Design multi_debouncer_flat, sky130hd; sources not shown.
run_1/clock_wires.png
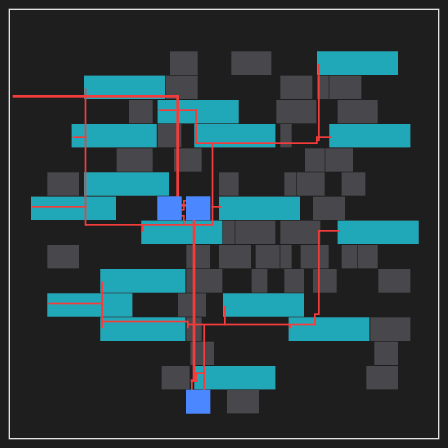
legend:
  blue:
    item: clock-net drivers
    count: 3
  red:
    item: clock wires
    length: 204 µm
  cyan:
    item: flip-flops
    count: 17
routed clock nets: 4
worst skew pair latency: 0.29 ns
part of the power in the clock network: 30.8%

run_1/placed.png
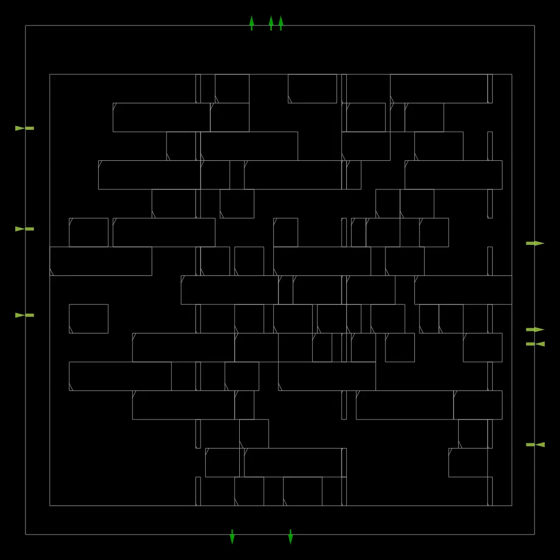
number of flip-flops and latches: 17
total core area: 1780 µm²

run_1/route_heat.png
The die is cut into 10 by 10 equal tiles; dark blue is low, red is high, scaled to the fullest tile. Values are wire area over tile area, all layers added.
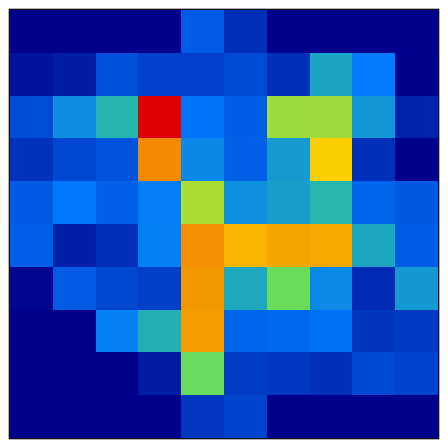
mean over tiles: 0.068
fullest tile: 0.30
densest ninth of the die: centre
tiles over half the peak: 14%
emptiest ninth of the die: lower left
Overall Global Routing Usage: 10.1%
post-DR wirelength/cell: 10.8 µm
via count: 405

==> flow.log, run 1 <==
[flow] final metrics
INFO  metric worst_path_dominant_cell_family = buffers and inverters
INFO  metric totalWireLength = 973 µm
INFO  metric place.detailed.instances = 86
INFO  metric synth_stat.cells = 48
INFO  metric log.warning_count = 26
INFO  metric synth_top_area_share = 40.4%
INFO  metric dp_slack = 0.0406 ns
INFO  metric first_iter_violations = 3
INFO  metric dominant_cells = sequential cells
INFO  metric num-clock-buffers = 3
INFO  metric die-area = 2320 µm²
INFO  metric critical_path_depth = 1
INFO  metric detailedRoute.firstPassIterationCount = 4
INFO  metric fillCellCount = 168
INFO  metric timing_max_transition_violations_final = 0
INFO  metric critical_path.max_stage_delay = 0.53 ns
INFO  metric setup_viol = 0
INFO  metric final_estimated_routing_congestion_in_global_placement = 0.711
INFO  metric final_common_cell = sky130_fd_sc_hd__dfrtp_1
INFO  metric clockRootBuffer = sky130_fd_sc_hd__clkbuf_4
INFO  metric remaining_drc_errors = 0
INFO  metric post-route-util = 48.5%
INFO  metric post-synth-top-count-cell = sky130_fd_sc_hd__dfrtp_1
INFO  metric synthMuxAreaShare = 7.71%
INFO  metric path_buffers = 1
INFO  metric area_of_all_placed_cells_without_fillers = 865 µm²
INFO  metric powerClk = 0.227 mW
INFO  metric post_cts_resized = 2
INFO  metric outcome = complete, no violations
INFO  metric num-multi-input-gates = 30
INFO  metric synth.cellmix.compoundShare = 3.67%
INFO  metric hold_class = flop to flop
INFO  metric avgViaCountPerCell = 4.50
INFO  metric synth-simple-area-share = 13.6%
INFO  metric die-height = 48.1 µm
INFO  metric setup_cp_type = flop to output port
INFO  metric post-route-worst-setup-slack = 0.0482 ns
INFO  metric post_route_cells_drive_above_1_share = 24.6%
INFO  metric mi_logic_area = 238 µm²
INFO  metric cts.htree.levels = 1
INFO  metric clock-skew-final = 0.00735 ns
INFO  metric path_cells = clkdlybuf4s50_1
INFO  metric cts_max_path_buffers = 2
INFO  metric combPwrFrac = 7.3%
INFO  metric slew-limit-headroom = 73.9%
INFO  metric met2_wirelength = 400 µm
INFO  metric post_cts.repair.setup_buffers = 0
INFO  metric antenna_violation_net_count_after_detailed_routing = 0
INFO  metric num_tap_cells = 25
INFO  metric post-dp-hpwl = 702 µm
INFO  metric power.share.switching = 22.7%
INFO  metric wire_length_of_the_first_global_routing_pass = 1.50 mm
run_1/ff_map.png
The bar under the picture is 10 µm long. Other sequential cells in the stronger grey, the rest of the logic in the fainter grey.
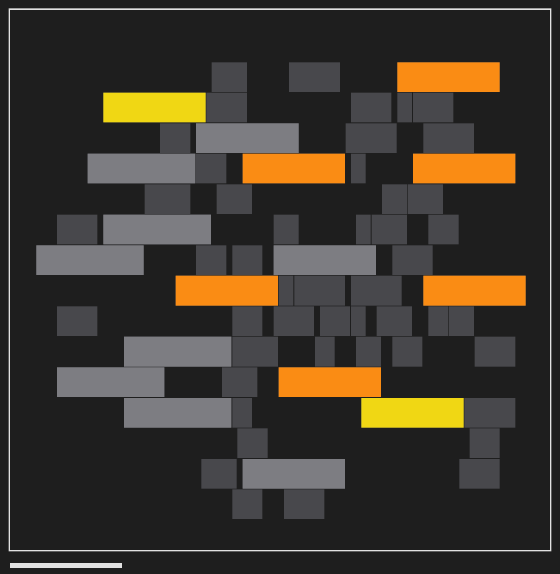

--- run 2 (diff from run 1) ---
--- a/config.mk
+++ b/config.mk
@@ -10,6 +10,7 @@
 export DETAILED_ROUTE_END_ITERATION = 10
 export HOLD_SLACK_MARGIN = 0.03
 export PLACE_DENSITY_LB_ADDON = 0.2
+export SKIP_LAST_GASP = 1
 export SLEW_MARGIN = 10
 export SYNTH_ARGS = -nofsm -noshare
 export SYNTH_HDL_FRONTEND = slang
==> constraint.sdc (replaced) <==
create_clock -name clk -period 1.6 [get_ports clk]
set_input_delay 0.4 -clock clk [delete_from_list [all_inputs] [get_ports clk]]
set_output_delay 0.4 -clock clk [all_outputs]
set_load 0.005 [all_outputs]
run_2/ff_map.png
The bar under the picture is 10 µm long. Other sequential cells in the stronger grey, the rest of the logic in the fainter grey.
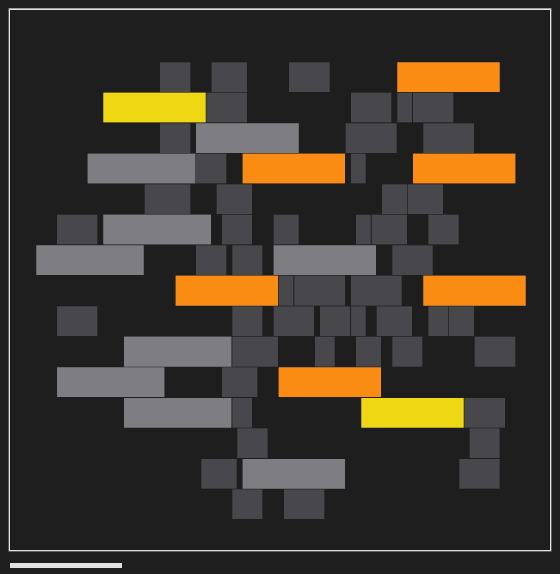
legend:
  orange:
    signal: u_core.r_cnt
    placed_flops: 6
  yellow:
    signal: u_core.bus.fall
    placed_flops: 2
not coloured: 9
utilization of the core after routing: 49.1%
sequential cell power: 0.456 mW
area occupied by registers: 433 µm²
sequential share of cell area: 49.5%

run_2/placed.png
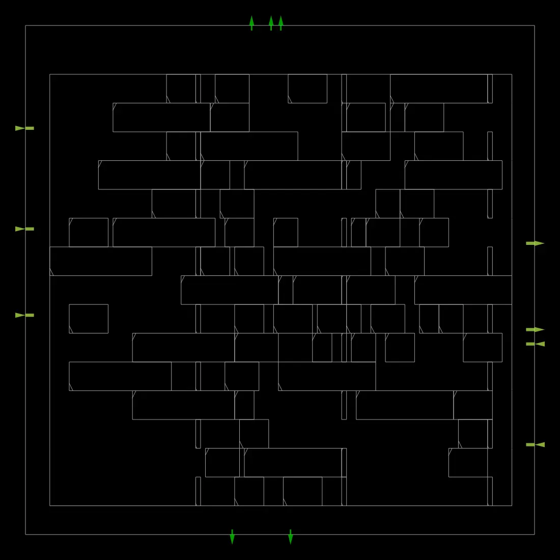
# rows: 15
tap cell count: 25
final std cells w/o fill: 92
count of fill cells added during filler insertion: 167

==> run 2 against run 1 <==
Against the previous run:
- core utilization up 0.56 points
- cell count grew 2.2%
- register-to-register slack about the same
- synthesized area unchanged
- sequential share of layout area is 0.57 points lower
- worst setup slack better by 0.033 ns
- sequential power hardly changed
- count of clock-buffer cells in the layout did not move
- flip-flop count unchanged
- maximum frequency rose by 2.2%
- highest routed layer unchanged
==> flow.log, run 2 <==
[flow] final metrics
INFO  metric outcome = complete, no violations
INFO  metric first_iter_violations = 2
INFO  metric post_route_cells_drive_above_1_share = 26.9%
INFO  metric num-clock-buffers = 3
INFO  metric dp_slack = 0.0406 ns
INFO  metric area_of_all_placed_cells_without_fillers = 875 µm²
INFO  metric area_leaders = sky130_fd_sc_hd__dfrtp_1 (40%), sky130_fd_sc_hd__dfstp_2 (23%), sky130_fd_sc_hd__ha_1 (7.3%)
INFO  metric crit_arrival = 1.12 ns
INFO  metric critical_path_depth = 1
INFO  metric synth_top_area_share = 40.4%
INFO  metric hold_class = flop to flop
INFO  metric power.share.switching = 22.9%
INFO  metric antenna_violation_net_count_after_detailed_routing = 0
INFO  metric final_common_cell = sky130_fd_sc_hd__dfrtp_1
INFO  metric critical_path.max_stage_delay = 0.49 ns
INFO  metric groute.layer.met2.usage = 15.3%
INFO  metric postCtsHoldBufs = 0
INFO  metric combPwrFrac = 7.4%
INFO  metric post-synth-top-count-cell = sky130_fd_sc_hd__dfrtp_1
INFO  metric avgViaCountPerCell = 4.49
INFO  metric setup_cp_type = flop to output port
INFO  metric vias = 413
INFO  metric setup_viol = 0
INFO  metric post_cts_resized = 2
INFO  metric cts.htree.levels = 1
INFO  metric met1Wirelength = 498 µm
INFO  metric ys.flop_type = sky130_fd_sc_hd__dfrtp_1
INFO  metric placed_area = 835 µm²
INFO  metric post-dp-hpwl = 702 µm
INFO  metric post-route-worst-setup-slack = 0.0811 ns
INFO  metric mi_logic_area = 238 µm²
INFO  metric path_cells = clkdlybuf4s50_1
INFO  metric layout.sequential_cells = 17
INFO  metric critical_path.slowest_cell = sky130_fd_sc_hd__clkdlybuf4s50_1
INFO  metric post_synth_inst_count = 48
INFO  metric detailedRoute.firstPassIterationCount = 4
INFO  metric place.detailed.instances = 86
INFO  metric timing_max_transition_violations_final = 0
INFO  metric clock_power_share = 31.0%
INFO  metric wire_length_of_the_first_global_routing_pass = 1.56 mm
INFO  metric clock_tree_area_fraction = 3.15%
INFO  metric path_buffers = 1
INFO  metric dominant_cells = sequential cells
INFO  metric num-multi-input-gates = 30
INFO  metric final_estimated_routing_congestion_in_global_placement = 0.711
INFO  metric totalWireLength = 1.01 mm
INFO  metric met2_wirelength = 427 µm
INFO  metric buf_share = 16.6%
INFO  metric floorplan.core_area = 1780 µm²
INFO  metric track_usage = 10.6%
INFO  metric timing.critical_path.required = 1.20 ns
INFO  metric synth_stat.cells = 48
INFO  metric worst_path_dominant_cell_family = buffers and inverters
INFO  metric synthMuxAreaShare = 7.71%
INFO  metric remaining_drc_errors = 0
INFO  metric ios = 12
INFO  metric synth.cellmix.compoundShare = 3.67%
INFO  metric clkLatencyLatePin = 0.29 ns
INFO  metric die-area = 2320 µm²
INFO  metric powerClk = 0.229 mW
INFO  metric slew-limit-headroom = 74.1%
INFO  metric synth-simple-area-share = 13.6%
INFO  metric quantity_of_i_o_buffers_inserted_on_ports = 11
INFO  metric post_dr_wirelength_cell = 10.9 µm
INFO  metric clock-skew-final = 0.00534 ns
INFO  metric die-height = 48.1 µm
INFO  metric total_gr_overflow = 0
INFO  metric post_cts.repair.setup_buffers = 2
INFO  metric clockRootBuffer = sky130_fd_sc_hd__clkbuf_4
INFO  metric log.warning_count = 26
INFO  metric cts_max_path_buffers = 2
INFO  metric synth.top_cells.by_count = sky130_fd_sc_hd__dfrtp_1 (11), sky130_fd_sc_hd__dfstp_2 (6), sky130_fd_sc_hd__ha_1 (4), sky130_fd_sc_hd__nor3b_1 (4)
Power is estimated from default activity; no workload was simulated.
